$ cat config.mk
export PLATFORM = sky130hd
export DESIGN_NAME = wall_map_flat
export DESIGN_NICKNAME = d
export VERILOG_FILES = /design/src/rtl/wall_map_if.sv /design/src/rtl/wall_map.sv /design/src/flat_wrapper.sv
export SDC_FILE = /design/constraint.sdc
export NUM_CORES = 2
export LEC_CHECK = 0
export CORE_MARGIN = 10
export CORE_UTILIZATION = 57
export CTS_CLUSTER_SIZE = 10
export DETAILED_ROUTE_END_ITERATION = 16
export GPL_ROUTABILITY_DRIVEN = 0
export PLACE_DENSITY = 0.75
export SLEW_MARGIN = 5
export SYNTH_ARGS = -nofsm -noshare
export SYNTH_HDL_FRONTEND = slang
export SYNTH_SLANG_ARGS = --single-unit
$ cat constraint.sdc
create_clock -name clk -period 12.8 [get_ports clk]
set_input_delay 2.56 -clock clk [delete_from_list [all_inputs] [get_ports clk]]
set_output_delay 2.56 -clock clk [all_outputs]
set_load 0.1 [all_outputs]
$ cat src/rtl/wall_map_if.sv
// Destroy handshake between the explosion logic and the tile map.
// The requester holds req, col and row until it sees ack.
interface wall_map_if;
    logic       destroy_req;
    logic [4:0] destroy_col;
    logic [3:0] destroy_row;
    logic       destroy_ack;
    logic       destroy_hit;

    modport master (
        output destroy_req, destroy_col, destroy_row,
        input  destroy_ack, destroy_hit
    );

    modport slave (
        input  destroy_req, destroy_col, destroy_row,
        output destroy_ack, destroy_hit
    );
endinterface

$ cat src/rtl/wall_map.sv
// Tile-map store and sequencer feeding the wall sprite renderer.
// Fills the arena after reset, services brick hits, animates crumbling.
module wall_map #(
    parameter int COLS     = 20,
    parameter int ROWS     = 15,
    parameter int ANIM_DIV = 8
) (
    input  logic               clk,
    input  logic               reset_n,
    input  logic signed [10:0] spotX,
    input  logic signed [10:0] spotY,
    input  logic               frame_tick,
    wall_map_if.slave          dif,
    output logic [9:0]         wall_centerX,
    output logic [9:0]         wall_centerY,
    output logic [3:0]         sprite_num,
    output logic               init_done
);
    localparam int DEPTH = COLS * ROWS;
    localparam int AW    = $clog2(DEPTH);
    localparam int DW    = (ANIM_DIV > 1) ? $clog2(ANIM_DIV) : 1;

    typedef enum logic [2:0] {
        S_INIT, S_IDLE, S_D_RD, S_D_WR, S_D_GAP, S_A_RD, S_A_WR
    } state_t;

    logic [3:0]    mem [DEPTH];

    state_t        state_q, state_d;
    logic [4:0]    col_q, col_d, nxt_col;
    logic [3:0]    row_q, row_d, nxt_row;
    logic          done_q, done_d;
    logic          pend_q, pend_d;
    logic [DW-1:0] div_q, div_d;
    logic [3:0]    rdata_q, rdata_d;
    logic [9:0]    cx_q, cx_d, cy_q, cy_d;
    logic [3:0]    spr_q, spr_d;

    logic [AW-1:0] addr, r_addr;
    logic          last, oob, r_ok, we, ack, hit;
    logic [3:0]    wdata, init_code;
    int            pos_sum;

    // FSM cursor: linear address, wrap detection, next tile in scan order
    always_comb begin
        addr    = AW'(int'(row_q) * COLS + int'(col_q));
        last    = (int'(col_q) == COLS - 1) && (int'(row_q) == ROWS - 1);
        oob     = (int'(col_q) >= COLS) || (int'(row_q) >= ROWS);
        nxt_col = col_q + 5'd1;
        nxt_row = row_q;
        if (int'(col_q) == COLS - 1) begin
            nxt_col = '0;
            nxt_row = row_q + 4'd1;
        end
    end

    // Arena layout: border and even/even pillars, clear spawn corners, brick checkerboard
    always_comb begin
        pos_sum   = int'(col_q) + int'(row_q);
        init_code = 4'd0;
        if (row_q == '0 || int'(row_q) == ROWS - 1 ||
            col_q == '0 || int'(col_q) == COLS - 1 ||
            (!col_q[0] && !row_q[0])) begin
            init_code = 4'd1;
        end else if (pos_sum <= 4 || pos_sum >= COLS + ROWS - 6) begin
            init_code = 4'd0;
        end else if (col_q[0] ^ row_q[0]) begin
            init_code = 4'd2;
        end
    end

    // Sequencer: init fill, destroy service, crumble sweep, frame divider
    always_comb begin
        state_d = state_q;
        col_d   = col_q;
        row_d   = row_q;
        done_d  = done_q;
        pend_d  = pend_q;
        div_d   = div_q;
        rdata_d = rdata_q;
        we      = 1'b0;
        wdata   = 4'd0;
        ack     = 1'b0;
        hit     = 1'b0;
        unique case (state_q)
            S_INIT: begin
                we    = 1'b1;
                wdata = init_code;
                if (last) begin
                    done_d  = 1'b1;
                    state_d = S_IDLE;
                end else begin
                    col_d = nxt_col;
                    row_d = nxt_row;
                end
            end
            S_IDLE: begin
                if (dif.destroy_req) begin
                    col_d   = dif.destroy_col;
                    row_d   = dif.destroy_row;
                    state_d = S_D_RD;
                end else if (pend_q) begin
                    pend_d  = 1'b0;
                    col_d   = '0;
                    row_d   = '0;
                    state_d = S_A_RD;
                end
            end
            S_D_RD: begin
                if (!oob) rdata_d = mem[addr];
                state_d = S_D_WR;
            end
            S_D_WR: begin
                ack     = 1'b1;
                state_d = S_D_GAP;
                if (oob) begin
                    hit = 1'b1;
                end else begin
                    hit = (rdata_q != 4'd0);
                    if (rdata_q == 4'd2) begin
                        we    = 1'b1;
                        wdata = 4'd3;
                    end
                end
            end
            S_D_GAP: begin
                state_d = S_IDLE;
            end
            S_A_RD: begin
                rdata_d = mem[addr];
                state_d = S_A_WR;
            end
            S_A_WR: begin
                if (rdata_q >= 4'd3 && rdata_q <= 4'd5) begin
                    we    = 1'b1;
                    wdata = rdata_q + 4'd1;
                end else if (rdata_q == 4'd6) begin
                    we    = 1'b1;
                    wdata = 4'd0;
                end
                if (last) begin
                    state_d = S_IDLE;
                end else begin
                    col_d   = nxt_col;
                    row_d   = nxt_row;
                    state_d = S_A_RD;
                end
            end
            default: state_d = S_INIT;
        endcase
        // A divided tick wins over the clear so it is not lost at sweep start
        if (frame_tick) begin
            if (div_q == DW'(ANIM_DIV - 1)) begin
                div_d  = '0;
                pend_d = 1'b1;
            end else begin
                div_d = div_q + DW'(1);
            end
        end
    end

    // Render lookup: tile origin and code under the spot, blanked until filled
    always_comb begin
        r_ok   = (int'(spotX) >= 0) && (int'(spotX) < COLS * 32) &&
                 (int'(spotY) >= 0) && (int'(spotY) < ROWS * 32);
        r_addr = AW'(int'(spotY[8:5]) * COLS + int'(spotX[9:5]));
        cx_d   = '0;
        cy_d   = '0;
        spr_d  = '0;
        if (done_q && r_ok) begin
            cx_d  = {spotX[9:5], 5'b0};
            cy_d  = {1'b0, spotY[8:5], 5'b0};
            spr_d = mem[r_addr];
        end
    end

    // FSM-owned write port; contents are rebuilt by the fill after every reset
    always_ff @(posedge clk) begin
        if (we) mem[addr] <= wdata;
    end

    // State and output registers
    always_ff @(posedge clk or negedge reset_n) begin
        if (!reset_n) begin
            state_q <= S_INIT;
            col_q   <= '0;
            row_q   <= '0;
            done_q  <= 1'b0;
            pend_q  <= 1'b0;
            div_q   <= '0;
            rdata_q <= '0;
            cx_q    <= '0;
            cy_q    <= '0;
            spr_q   <= '0;
        end else begin
            state_q <= state_d;
            col_q   <= col_d;
            row_q   <= row_d;
            done_q  <= done_d;
            pend_q  <= pend_d;
            div_q   <= div_d;
            rdata_q <= rdata_d;
            cx_q    <= cx_d;
            cy_q    <= cy_d;
            spr_q   <= spr_d;
        end
    end

    assign wall_centerX    = cx_q;
    assign wall_centerY    = cy_q;
    assign sprite_num      = spr_q;
    assign init_done       = done_q;
    assign dif.destroy_ack = ack;
    assign dif.destroy_hit = hit;
endmodule

$ cat src/flat_wrapper.sv
// flat-port wrapper written by rule: the top's interface ports become plain ports
module wall_map_flat 
#(
    parameter int COLS     = 20,
    parameter int ROWS     = 15,
    parameter int ANIM_DIV = 8
)
  (clk, reset_n, spotX, spotY, frame_tick, wall_centerX, wall_centerY, sprite_num, init_done, dif_destroy_req, dif_destroy_col, dif_destroy_row, dif_destroy_ack, dif_destroy_hit);
  wall_map_if dif_i ();
  input  logic clk;
  input  logic reset_n;
  input  logic signed [10:0] spotX;
  input  logic signed [10:0] spotY;
  input  logic frame_tick;
  output logic [9:0] wall_centerX;
  output logic [9:0] wall_centerY;
  output logic [3:0] sprite_num;
  output logic init_done;
  input wire logic [$bits(dif_i.destroy_req)-1:0] dif_destroy_req;
  input wire logic [$bits(dif_i.destroy_col)-1:0] dif_destroy_col;
  input wire logic [$bits(dif_i.destroy_row)-1:0] dif_destroy_row;
  output wire logic [$bits(dif_i.destroy_ack)-1:0] dif_destroy_ack;
  output wire logic [$bits(dif_i.destroy_hit)-1:0] dif_destroy_hit;
  assign dif_i.destroy_req = dif_destroy_req;
  assign dif_i.destroy_col = dif_destroy_col;
  assign dif_i.destroy_row = dif_destroy_row;
  assign dif_destroy_ack = dif_i.destroy_ack;
  assign dif_destroy_hit = dif_i.destroy_hit;
  wall_map #(.COLS(COLS), .ROWS(ROWS), .ANIM_DIV(ANIM_DIV)) u_core (.clk(clk), .reset_n(reset_n), .spotX(spotX), .spotY(spotY), .frame_tick(frame_tick), .dif(dif_i), .wall_centerX(wall_centerX), .wall_centerY(wall_centerY), .sprite_num(sprite_num), .init_done(init_done));
endmodule
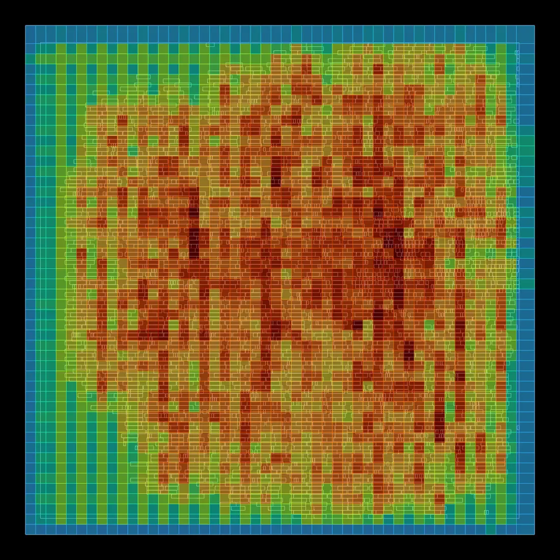
(images/final_congestion.png)
GR Layer Usage met1: 37.66%
routed wirelength normalized by instance count: 37.04 µm
met2 Resource Use GR: 44.17%
utilization after layout: 62.90%

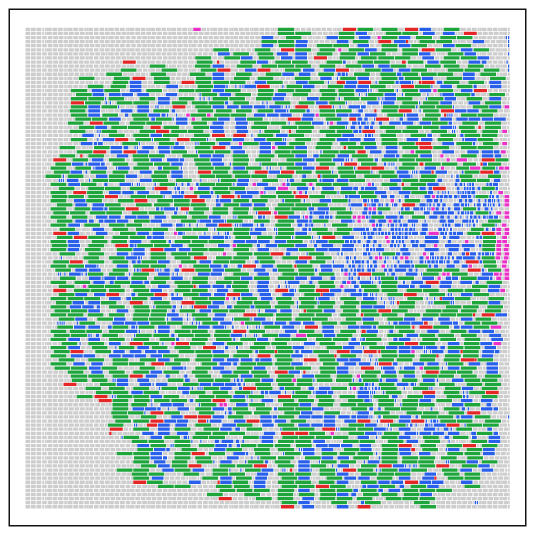
(images/cell_classes.png)
(1.5 px per µm) Fill, decap, tap and diode cells in gray.
color	class	cells	share of their area
red	clock drivers and dummy loads	197	6.3%
blue	all other logic	1670	34%
magenta	other buffers and delay cells	114	1.6%
green	flip-flops	1234	58%

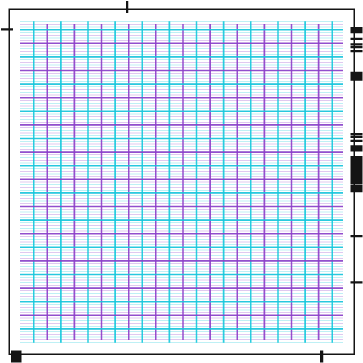
(images/pdn.png)
(1 px per µm) Pins as bars on the die edge.
color	net
cyan	VSS
purple	VDD
met4 straps	23
met5 straps	23
met1 rails	119
signal pins	62

==> results.toml <==
# synthesis and place-and-route metrics
[drt]
wl_met1_um = 57430
wirelength_um = 170200
met3RoutedLength_um = 23560

[clock_network]
cts_buffers = 143
post_cts.repair.setup_buffers = 0
cts-hold-fix-buffers = 0
clk_transition_reported_paths_ps = 50

[status]
failed_checks = "capacitance limit, slew limit"
status = "finished, violations left"

[worst_setup_path]
cp_num_buf_inv = 2
cp_slowest_cell = "sky130_fd_sc_hd__a211oi_1"

[sta]
count_of_pins_over_their_slew_limit = 2
min_period_over_period_pct = 56.13
finalClockSkew_ps = 17.40

[min_path]
worstHoldPathType = "reg -> reg"

[global_route]
track_usage_pct = 28.97

[yosys]
synth.cellmix.xorXnorShare_pct = 0.2246
ys_cells = 3150
yosys.cell_count.top_type = "sky130_fd_sc_hd__edfxtp_1"

[floorplanning]
core_util_floorplan_pct = 57.52
io_pins = 62

[flow_run]
cap_violations = 1

[cells_and_area]
clock_area_share_pct = 6.119
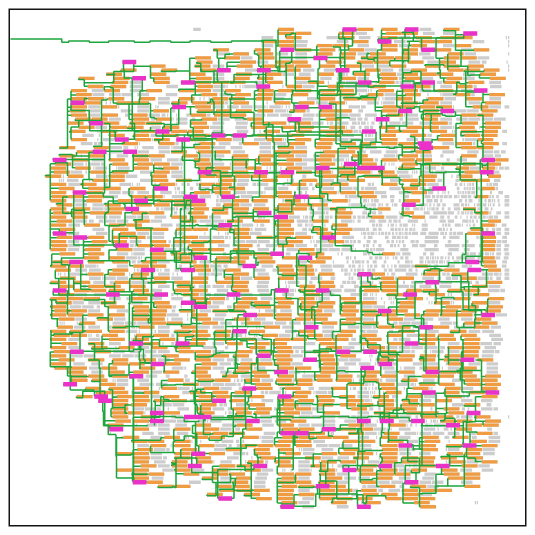
(images/clock_map.png)
(1.5 px per µm)
[orange] flip-flops | count: 1234
[magenta] cells driving clock nets | count: 143
[green] clock wires | length: 14800 µm
routed clock nets	144

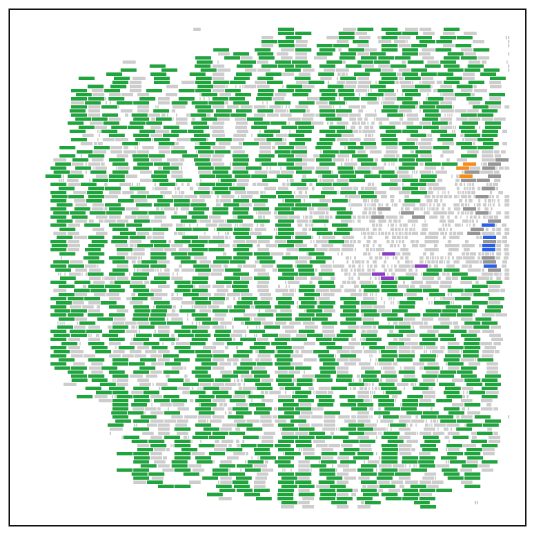
(images/registers.png)
(1.5 px per µm) Other sequential cells in the stronger gray, the rest of the logic in the fainter gray.
color	signal	placed flops
blue	u_core.wall_centerX	5
orange	u_core.state_q	3
green	u_core.mem	1200
purple	u_core.sprite_num	4

[logic make-up (layout without fill, tap and decap cells)]
group / Yosys count / in the layout
DFF: 1234 / 1234
muxes: 764 / 764
and+or+nand+nor: 561 / 561
AOI/OAI and AO/OA: 270 / 270
buffers and inverters: 270 / 325
adders and majority gates: 38 / 38
xor gates and xnor gates: 12 / 12
other: 1 / 12
[metrics by stage]
step           power [mW]  cell area (µm²)  hold WS [ps]  worst slack, ps  utilization [%]
6_report            14.09            65190         508.2             5615            62.90
5_1_grt             14.40            65190         541.2             5364            62.89
4_1_cts             13.89            65190         498.3             5878            62.89
3_5_place_dp        10.26            61200         484.9             5108            59.04
3_3_place_gp        10.17            61200         484.9             5158            59.04
2_1_floorplan       8.452            59650         482.5            529.4                -
Power and IR drop assume default switching activity.
